--- config.mk ---
export PLATFORM = sky130hd
export DESIGN_NAME = fixed_mult_lfsr
export DESIGN_NICKNAME = d
export VERILOG_FILES = /design/src/rtl/fixed_mult_lfsr_pkg.sv /design/src/rtl/fixed_mult_lfsr_step.sv /design/src/rtl/fixed_mult_lfsr.sv
export SDC_FILE = /design/constraint.sdc
export NUM_CORES = 1
export LEC_CHECK = 0
export CORE_MARGIN = 8
export CORE_UTILIZATION = 40
export DETAILED_ROUTE_END_ITERATION = 16
export SLEW_MARGIN = 5
export SYNTH_ARGS = -nofsm -noshare
export SYNTH_HDL_FRONTEND = slang
export SYNTH_SLANG_ARGS = --single-unit
export TNS_END_PERCENT = 100
--- constraint.sdc ---
create_clock -name clk -period 4.4 [get_ports clk]
set_clock_uncertainty 0.1 [all_clocks]
set_input_delay 0.88 -clock clk [delete_from_list [all_inputs] [get_ports clk]]
set_output_delay 0.88 -clock clk [all_outputs]
set_load 0.01 [all_outputs]
--- src/rtl/fixed_mult_lfsr_pkg.sv ---
// fixed_mult_lfsr_pkg: shared defaults and helpers for the LFSR-scaled
// fixed-point multiplier (fixed_mult_lfsr, fixed_mult_lfsr_step).
package fixed_mult_lfsr_pkg;

  localparam int          DEF_IN_A_WIDTH = 8;
  localparam int          DEF_LFSR_WIDTH = 8;
  localparam logic [31:0] DEF_LFSR_POLY  = 32'h04C11DB7;
  localparam int          DEF_LOWER      = 2;
  localparam int          DEF_UPPER      = 8;

  // True when x is a positive power of two.
  function automatic bit is_pow2(input int x);
    return (x > 0) && ((x & (x - 1)) == 0);
  endfunction

  // AND-mask that keeps the multiplier strictly below the upper bound.
  function automatic int mult_mask(input int upper);
    return upper - 1;
  endfunction

endpackage

--- src/rtl/fixed_mult_lfsr_step.sv ---
// fixed_mult_lfsr_step: one combinational Galois/CRC-form LFSR step.
// next = {state[W-2:0],0} ^ (state[W-1] ? POLY[W-1:0] : 0).
// A zero result (only possible with a polynomial whose bit 0 is clear)
// is replaced by all ones so the register can never lock up at zero.
module fixed_mult_lfsr_step #(
  parameter int          W    = 8,
  parameter logic [31:0] POLY = 32'h04C11DB7
) (
  input  logic [W-1:0] state_i,
  output logic [W-1:0] next_o
);

  localparam logic [W-1:0] POLY_W = POLY[W-1:0];

  logic [W-1:0] raw;

  // Shift left and fold the polynomial in when the MSB falls out.
  always_comb begin
    raw    = {state_i[W-2:0], 1'b0} ^ (state_i[W-1] ? POLY_W : '0);
    next_o = (raw == '0) ? '1 : raw;
  end

endmodule

--- src/rtl/fixed_mult_lfsr.sv ---
// fixed_mult_lfsr: multiplies a signed operand by an LFSR-derived unsigned
// multiplier mult = (next | LOWER) & (UPPER-1), registered with a
// single-entry valid/ready output stage.
// Optional build macro: FIXED_MULT_LFSR_FREE_RUN_EN -- when defined the LFSR
// advances every clock out of reset; otherwise it advances only on accept.
//
// Handshake: a transfer happens on a clk edge where valid && ready are both
// high. data_in_ready = !data_out_valid || data_out_ready, so a new input is
// taken whenever the output slot is empty or is being drained this cycle.
// While data_out_valid && !data_out_ready, product_out is held stable.
module fixed_mult_lfsr
  import fixed_mult_lfsr_pkg::*;
#(
  parameter int          IN_A_WIDTH = DEF_IN_A_WIDTH,
  parameter int          LFSR_WIDTH = DEF_LFSR_WIDTH,
  parameter logic [31:0] LFSR_POLY  = DEF_LFSR_POLY,
  parameter int          LOWER      = DEF_LOWER,
  parameter int          UPPER      = DEF_UPPER
) (
  input  logic                             clk,
  input  logic                             rst_n,
  input  logic [IN_A_WIDTH-1:0]            data_in,
  input  logic                             data_in_valid,
  output logic                             data_in_ready,
  output logic [IN_A_WIDTH+LFSR_WIDTH-1:0] product_out,
  output logic                             data_out_valid,
  input  logic                             data_out_ready,
  output logic [LFSR_WIDTH-1:0]            lfsr_state
);

  localparam int PW = IN_A_WIDTH + LFSR_WIDTH;
  localparam logic [LFSR_WIDTH-1:0] LOWER_V   = LFSR_WIDTH'(LOWER);
  localparam logic [LFSR_WIDTH-1:0] MULT_MASK = LFSR_WIDTH'(mult_mask(UPPER));

  // Reject illegal multiplier bounds and widths at elaboration.
  generate
    if (!is_pow2(LOWER) || !is_pow2(UPPER) || (LOWER >= UPPER)) begin : g_bad_bounds
      $error("fixed_mult_lfsr: LOWER/UPPER must be powers of two with LOWER < UPPER");
    end
    if ((LFSR_WIDTH < 2) || (LFSR_WIDTH > 32)) begin : g_bad_width
      $error("fixed_mult_lfsr: LFSR_WIDTH must be in 2..32");
    end
  endgenerate

  logic [LFSR_WIDTH-1:0] lfsr_q, lfsr_d;
  logic [PW-1:0]         prod_q, prod_d;
  logic                  out_valid_q, out_valid_d;

  logic [LFSR_WIDTH-1:0] lfsr_next;
  logic [LFSR_WIDTH-1:0] mult;
  logic [PW-1:0]         a_ext;
  logic [PW-1:0]         m_ext;
  logic [PW-1:0]         product;
  logic                  accept;

  fixed_mult_lfsr_step #(
    .W    (LFSR_WIDTH),
    .POLY (LFSR_POLY)
  ) u_step (
    .state_i (lfsr_q),
    .next_o  (lfsr_next)
  );

  assign data_in_ready  = !out_valid_q || data_out_ready;
  assign accept         = data_in_valid && data_in_ready;
  assign product_out    = prod_q;
  assign data_out_valid = out_valid_q;
  assign lfsr_state     = lfsr_q;

  // Multiplier from the LFSR step; signed x zero-extended unsigned product.
  // The true product always fits in PW signed bits, so a PW-bit multiply
  // of the sign/zero-extended operands yields the exact result.
  always_comb begin
    mult    = (lfsr_next | LOWER_V) & MULT_MASK;
    a_ext   = {{LFSR_WIDTH{data_in[IN_A_WIDTH-1]}}, data_in};
    m_ext   = {{IN_A_WIDTH{1'b0}}, mult};
    product = a_ext * m_ext;
  end

  // Next-state for the output slot and the LFSR.
  always_comb begin
    prod_d      = prod_q;
    out_valid_d = out_valid_q;
    lfsr_d      = lfsr_q;
    if (accept) begin
      prod_d      = product;
      out_valid_d = 1'b1;
    end else if (data_out_ready) begin
      out_valid_d = 1'b0;
    end
`ifdef FIXED_MULT_LFSR_FREE_RUN_EN
    lfsr_d = lfsr_next;
`else
    if (accept) begin
      lfsr_d = lfsr_next;
    end
`endif
  end

  // State registers with synchronous active-low reset.
  always_ff @(posedge clk) begin
    if (!rst_n) begin
      lfsr_q      <= '1;
      prod_q      <= '0;
      out_valid_q <= 1'b0;
    end else begin
      lfsr_q      <= lfsr_d;
      prod_q      <= prod_d;
      out_valid_q <= out_valid_d;
    end
  end

endmodule

==> run summary <==
flow finished, numbers: Seq share, synth 22.3%, crit path time final 4050 ps, n_diodes 0, vias in the first global route 1671, Least-Margin Pin Slew 1030 ps, leakage 1.07 nW, area share of the leading cell type in the synthesized netlist 22.3%, Non-clk invs 35, count of pins over their slew limit 0, syn avg cell area 8.15 um2, top cell category multi-input combinational cells, Post-Synthesis Cells 231, Warnings, synthesis 0, area growth from synthesis to layout 23.6%, gpl congestion 0.809, WHS 363 ps, clock-pin slew on the worst setup and hold paths 70 ps, drt total wl 4.28 mm, tool warnings 26, worst setup margin 354 ps, Initial DRT Pass Iterations 4, CP delay by family, top adder cells, cell with the most instances after synthesis inv_1, setup violators final 0, Port Buffer Count 37, total track usage 12.9%, Yosys cell types 49, TritonCTS Buffers 3, Synthesized registers 21, fp_density 40.6%, Buf+Inv Stages, Crit Path 3, Wirelength per Cell 13.5 um, Resize count post-CTS 0, initial DRC count 61, CP arrival 4090 ps, status finished clean, critical path required time 4450 ps, crit path kind flop to flop, number of remaining DRC errors 0, cells along the critical path inv_1 -> ha_1 -> or3b_4 -> nor3_1 -> o31a_1 -> and2_1 -> ha_1 -> inv_1 -> fa_1 -> inv_1 -> ha_1 -> nor2b_1 -> o31a_1 -> o41ai_2 -> mux2i_1 -> nand3_1, Latency at later pin 260 ps, RSZ-0062 raised after global routing false, TritonCTS Sinks 21, core area 4630 um2, Non-clock buffers, area share 16.9%, Final Hold Violation Tally 0, bufs w/o clock 40, post-synth design cell area 1880 um2
[routing by layer]
layer	wire length (um)	GRT usage [%]	part of all wire (%)	vias up
met5	0	0	0	-
met4	21	2.27	0.49	0
met3	246	4.00	5.7	5
met2	2020	21.3	47	29
met1	2000	16.2	47	782
li1	-	-	-	850
[cells by family after synthesis]
logic type               synth area share [%]
AND-OR/OR-AND                            18.4
XOR/XNOR                                0.931
adder cells (fa/ha/maj)                  21.1
buffers and inverters                    10.6
flip-flops                               22.3
multiplexers                             2.39
AND/OR/NAND/NOR                          24.2
[layout by cell type (no fill, tap or decap), drive strengths merged, types with 4 or more instances in the layout]
master	Yosys	final
nor3	5	5
ha	19	19
nand3	9	9
a21boi	4	4
o21ai	11	11
and2	11	11
nor2b	6	6
clkdlybuf4s50	0	37
nor2	11	11
inv	35	35
fa	8	8
o211ai	5	5
clkbuf	3	4
o22a	4	4
dfxtp	21	21
a21oi	6	6
a211oi	5	5
nand2	25	25
[flip-flops by register name, indices dropped and copies added, names as in the netlist]
name and cells:
product_out 12, lfsr_state 8, data_out_valid 1
[tightest hold or removal path, stage by stage, from the launching register on]
cell and delay (ps):
dfxtp_1 320, nand3_1 60, nand2_1 50
[final timing paths]
path | start | end | slack (ps) | depth (start not counted)
max | lfsr_state[7] | product_out[10] | 350 | 16
min | product_out[9] | product_out[9] | 360 | 2
max reg2reg | lfsr_state[7] | product_out[10] | 350 | 16
min reg2reg | product_out[9] | product_out[9] | 360 | 2
[report_power, final]
group	internal [mW]	switching (mW)
registers	0.217	0.0195
clock network	0.0645	0.0612
logic	0.191	0.213
total	0.473	0.294
[metrics by stage]
step	power, mW	instance area, um2
after global routing	0.841	2330
after detailed placement	0.647	2270
final	0.766	2330
after CTS	0.777	2320
after global placement	0.644	2270
after floorplan	0.508	1880
Figure 1. Placement density heat map.
8 x 8 tiles, from black (low) to pale yellow (high), 0 to 100% covered.
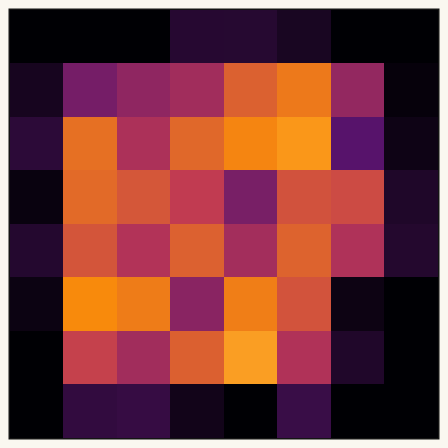
The emptiest ninth of the die: south-east. 3.1% of the tiles are over 75% full. The mean over all tiles is 32%. The fullest tile reaches 79%.

Figure 2. Logic cells by family.
Scale bar: 20 um.
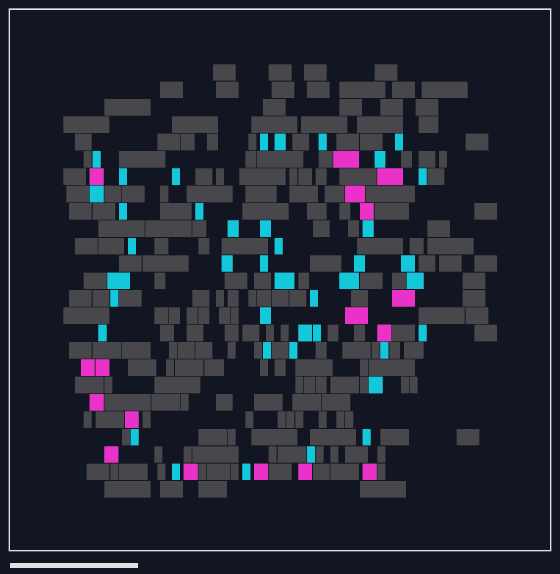
Key: magenta = and/or cells [cells 17, most used and2_1]; cyan = nand cells [cells 41, most used nand2_1]

Power figures rest on the tool's default switching activity, not on a simulated workload.
